==> src/rtl/load_store_unit.sv <==
// rtl/load_store_unit.sv - RV32I memory-stage load/store unit with sub-word read-modify-write
// Optional LSU_MISALIGN_TRAP_EN: misaligned/illegal accesses report resp_err instead of being aligned.
module load_store_unit #(
  parameter int MEM_AW = 10
) (
  input  logic        clk,
  input  logic        rst,
  input  logic        req_valid,
  output logic        req_ready,
  input  logic        req_we,
  input  logic [1:0]  req_size,
  input  logic        req_unsigned,
  input  logic [31:0] req_addr,
  input  logic [31:0] req_wdata,
  output logic        resp_valid,
  output logic [31:0] resp_rdata,
  output logic        resp_err,
  output logic [31:0] mem_addr,
  output logic        mem_we,
  output logic [31:0] mem_wd,
  input  logic [31:0] mem_rd
);

  typedef enum logic [1:0] {IDLE, MERGE, RESP} state_t;

  state_t              state_q, state_d;
  logic [MEM_AW+1:0]   addr_q, addr_d;
  logic [1:0]          size_q, size_d;
  logic                unsigned_q, unsigned_d;
  logic [15:0]         wdata_q, wdata_d;
  logic [31:0]         rmw_q, rmw_d;
  logic [31:0]         resp_rdata_q, resp_rdata_d;
  logic                resp_err_q, resp_err_d;

  logic                accept;
  logic [1:0]          size_eff;
  logic [31:0]         addr_eff;
  logic                bad_access;
  logic [MEM_AW+1:0]   addr_sel;
  logic                unused_addr_bits;

  assign unused_addr_bits = ^req_addr[31:MEM_AW+2];

  function automatic logic [31:0] load_ext(input logic [31:0] w, input logic [1:0] a,
                                           input logic [1:0] sz, input logic uns);
    logic [31:0] sh;
    sh = w >> {a, 3'b000};
    case (sz)
      2'b00:   load_ext = uns ? {24'h0, sh[7:0]}  : {{24{sh[7]}}, sh[7:0]};
      2'b01:   load_ext = uns ? {16'h0, sh[15:0]} : {{16{sh[15]}}, sh[15:0]};
      default: load_ext = w;
    endcase
  endfunction

  // Replace only the addressed byte/half of the word read in the accept cycle.
  function automatic logic [31:0] merge_lane(input logic [31:0] old, input logic [15:0] wd,
                                             input logic [1:0] a, input logic [1:0] sz);
    logic [31:0] mask;
    logic [31:0] data;
    if (sz == 2'b00) begin
      mask = 32'h0000_00FF << {a, 3'b000};
      data = {4{wd[7:0]}};
    end else begin
      mask = 32'h0000_FFFF << {a[1], 4'b0000};
      data = {2{wd}};
    end
    merge_lane = (old & ~mask) | (data & mask);
  endfunction

  assign req_ready  = (state_q == IDLE) && !rst;
  assign accept     = req_valid && req_ready;
  assign resp_valid = (state_q == RESP);
  assign resp_rdata = resp_rdata_q;
  assign resp_err   = resp_err_q;

  always_comb begin
    addr_eff = req_addr;
`ifdef LSU_MISALIGN_TRAP_EN
    size_eff   = req_size;
    bad_access = (req_size == 2'b11) ||
                 (req_size == 2'b01 && req_addr[0]) ||
                 (req_size == 2'b10 && req_addr[1:0] != 2'b00);
`else
    size_eff   = (req_size == 2'b11) ? 2'b10 : req_size;
    bad_access = 1'b0;
    if (size_eff == 2'b01) addr_eff[0] = 1'b0;
    if (size_eff == 2'b10) addr_eff[1:0] = 2'b00;
`endif
  end

  always_comb begin
    state_d      = state_q;
    addr_d       = addr_q;
    size_d       = size_q;
    unsigned_d   = unsigned_q;
    wdata_d      = wdata_q;
    rmw_d        = rmw_q;
    resp_rdata_d = resp_rdata_q;
    resp_err_d   = resp_err_q;
    mem_we       = 1'b0;
    mem_wd       = 32'h0;
    addr_sel     = (state_q == IDLE) ? addr_eff[MEM_AW+1:0] : addr_q;

    case (state_q)
      IDLE: begin
        mem_wd = req_wdata;
        if (accept) begin
          addr_d       = addr_eff[MEM_AW+1:0];
          size_d       = size_eff;
          unsigned_d   = req_unsigned;
          wdata_d      = req_wdata[15:0];
          resp_rdata_d = 32'h0;
          resp_err_d   = bad_access;
          state_d      = RESP;
          if (!bad_access) begin
            if (!req_we) begin
              resp_rdata_d = load_ext(mem_rd, addr_eff[1:0], size_eff, req_unsigned);
            end else if (size_eff == 2'b10) begin
              mem_we = 1'b1;
            end else begin
              rmw_d   = mem_rd;
              state_d = MERGE;
            end
          end
        end
      end
      MERGE: begin
        mem_we  = 1'b1;
        mem_wd  = merge_lane(rmw_q, wdata_q, addr_q[1:0], size_q);
        state_d = RESP;
      end
      RESP: begin
        state_d = IDLE;
      end
      default: begin
        state_d = IDLE;
      end
    endcase

    // A reset landing in MERGE must leave memory untouched.
    if (rst) mem_we = 1'b0;

    mem_addr = 32'h0;
    mem_addr[MEM_AW-1:0] = addr_sel[MEM_AW+1:2];
  end

  always_ff @(posedge clk) begin
    if (rst) begin
      state_q      <= IDLE;
      addr_q       <= '0;
      size_q       <= 2'b00;
      unsigned_q   <= 1'b0;
      wdata_q      <= 16'h0;
      rmw_q        <= 32'h0;
      resp_rdata_q <= 32'h0;
      resp_err_q   <= 1'b0;
    end else begin
      state_q      <= state_d;
      addr_q       <= addr_d;
      size_q       <= size_d;
      unsigned_q   <= unsigned_d;
      wdata_q      <= wdata_d;
      rmw_q        <= rmw_d;
      resp_rdata_q <= resp_rdata_d;
      resp_err_q   <= resp_err_d;
    end
  end

endmodule
==> config.mk <==
export PLATFORM = sky130hd
export DESIGN_NAME = load_store_unit
export DESIGN_NICKNAME = d
export VERILOG_FILES = /design/src/rtl/load_store_unit.sv
export SDC_FILE = /design/constraint.sdc
export NUM_CORES = 1
export LEC_CHECK = 0
export CORE_ASPECT_RATIO = 0.9
export CORE_MARGIN = 4
export CORE_UTILIZATION = 44
export CTS_CLUSTER_SIZE = 20
export DETAILED_ROUTE_END_ITERATION = 7
export PLACE_DENSITY = 0.81
export SYNTH_ARGS = -nofsm -noshare
export SYNTH_HDL_FRONTEND = slang
export SYNTH_SLANG_ARGS = --single-unit
==> constraint.sdc <==
create_clock -name clk -period 6 [get_ports clk]
set_clock_uncertainty 0.2 [all_clocks]
set_input_delay 1.8 -clock clk [delete_from_list [all_inputs] [get_ports clk]]
set_output_delay 1.8 -clock clk [all_outputs]
set_load 0.05 [all_outputs]
**Run 1: the metal 1 layer**

Scale: 3 px per um. Cells faint in the background.
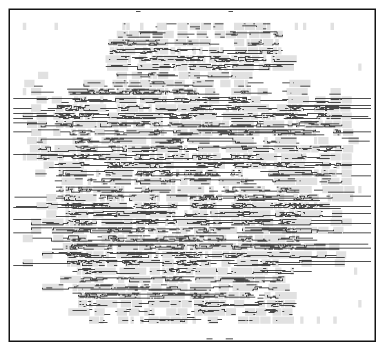
main direction = horizontal
longest straight run = 38.6 um
share of all routed wire = 42%

**Run 1: the metal 2 layer**

Scale: 4 px per um.
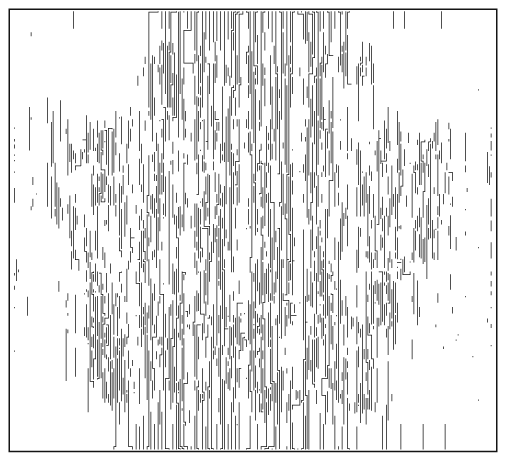
wire length on this layer = 7780 um
nets with wire on the layer = 752

**Run 1: M3 wires**

Scale: 2 px per um. Cells faint in the background.
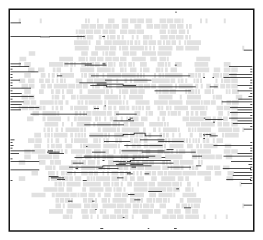
nets with wire on the layer = 128
wire length on this layer = 1210 um
share of all routed wire = 7.5%

==> impl_metrics.toml, run 1 <==
# generated from flow reports
[floorplanning]
initCoreUtil_pct = 44.8
die_w_um = 122
nWellTaps = 156
core_area_um2 = 11400
die_y_um = 110
pin_count = 203

[setup_path]
required_ns = 4.00
reg2reg_from = "state_q[1]"
path_depth = 4
cpPeakStageDelay_ns = 0.85
crit_start = "req_wdata[4]"
cp_num_buf_inv = 2
crit_family = "buffers and inverters"
crit_chain = "clkdlybuf4s50_1, nor2_1, a211oi_1, clkdlybuf4s50_1"
crit_path_end_kind = "primary output"

[power]
comb_power_share_pct = 27.0
sequentialPower_w = 0.000689
combinationalPower_w = 0.000467
power.share.clock_pct = 33.3
intPower_w = 0.00116
power_leader = "registers"

[logic_synthesis]
yosys_warnings = 0
synthTopCellsByCount = "nand2_1 (161), dfxtp_1 (96), o21ai_0 (65), clkbuf_1 (44), a21oi_1 (37)"
ys_types = 46
seq_area_frac_synth_pct = 37.7
most_common_cell = "nand2_1"
netlist_area_um2 = 5100
ys_area_um2 = 5100
top_area_share_pct = 37.7
synth-edff-count = 0
ys_cells = 651
syn-mean-instance-area_um2 = 7.84
yosys.area_share.aoi_pct = 22.9
synth-simple-area-share_pct = 21.2

[finish]
inverters = 6
mostFrequentLayoutCells = "nand2_1 (161), clkdlybuf4s50_1 (157), dfxtp_1 (96)"
post-route-util_pct = 61.5
flop_area_um2 = 1920
numSequentialCells = 96
fin_cells = 941
area_dominant_class = "logic gates"
diodes = 0
n_all_buffers = 171

[timing]
slew_headroom_pct = 16.0
tightestPinTransition_ns = 1.26
fmax_mhz = 183
fin_tns_setup_ns = 0
hold_viol = 0
fin_crit_ns = 5.47
finalSetupViolCount = 0

[clocking]
cts_buffers = 9
htreeDepth = 3
ctsLongestPathBuffers = 2
cts.clk_slew.worst_paths_ns = 0.07
cts_resized = 0
ctsHoldBuffers = 0
clock_sinks = 96

[placed_design]
dp_slack_ns = 0.550
gp_congestion = 0.861

[detailed_routing]
route.met3.wl_mm = 1.21
drt_first_pass_iters = 5
vias_per_cell = 5.52

[run]
drv_cap = 0
warnings = 46

[global_route]
grt_max_degree = 55
grt_pass1_vias = 5016
grt_pass1_wl_mm = 24.7

[status]
status = "finished clean"

[hold_path]
hp-class = "reg -> reg"
min_to = "rmw_q[5]"
**Run 1: routing congestion**

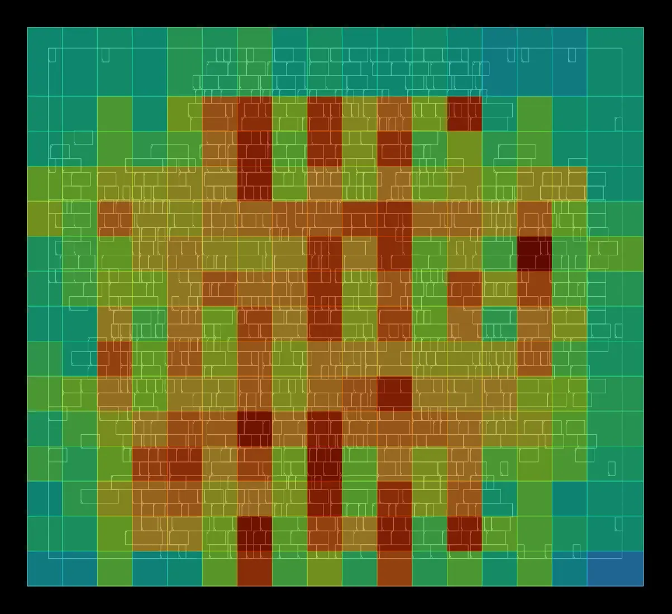

==> run 2, diff against run 1 <==
CAP_MARGIN = 20   (was unset)
**Run 2: routing congestion**

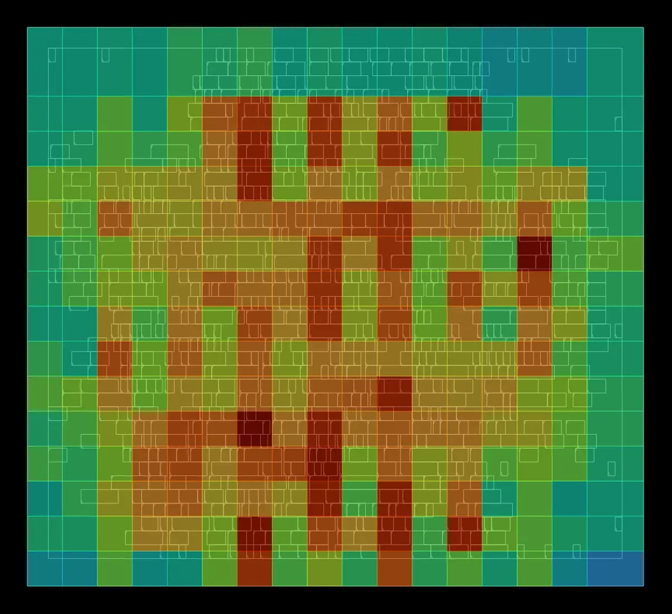
GR Util met2: 39.7%
met3 Track Usage GR: 5.00%

**Run 2: M3 wires**

Scale: 2 px per um. Cells faint in the background.
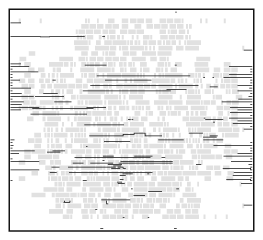
longest straight run = 53.8 um
main direction = horizontal

==> impl_metrics.toml, run 2 <==
# generated from flow reports
[status]
status = "finished clean"

[power]
intPower_w = 0.00117
comb_power_share_pct = 27.0
sequentialPower_w = 0.000689
combinationalPower_w = 0.000469

[finish]
n_all_buffers = 172
numSequentialCells = 96
area_dominant_class = "logic gates"
inverters = 6

[clocking]
cts.clk_slew.worst_paths_ns = 0.07
clock_sinks = 96
htreeDepth = 3

[detailed_routing]
route.met3.wl_mm = 1.14
drt_first_pass_iters = 5

[placed_design]
gp_congestion = 0.861
dp_slack_ns = 0.550

[logic_synthesis]
ys_types = 46
synth-simple-area-share_pct = 21.2
yosys.area_share.aoi_pct = 22.9
syn-mean-instance-area_um2 = 7.84
top_area_share_pct = 37.7
most_common_cell = "nand2_1"
ys_area_um2 = 5100
netlist_area_um2 = 5100

[setup_path]
crit_path_end_kind = "primary output"
path_depth = 4
reg2reg_from = "state_q[1]"
crit_family = "buffers and inverters"

[timing]
fmax_mhz = 183
slew_headroom_pct = 28.0
fin_tns_setup_ns = 0
finalSetupViolCount = 0

[global_route]
grt_max_degree = 55
grt_pass1_wl_mm = 24.7

[floorplanning]
die_w_um = 122
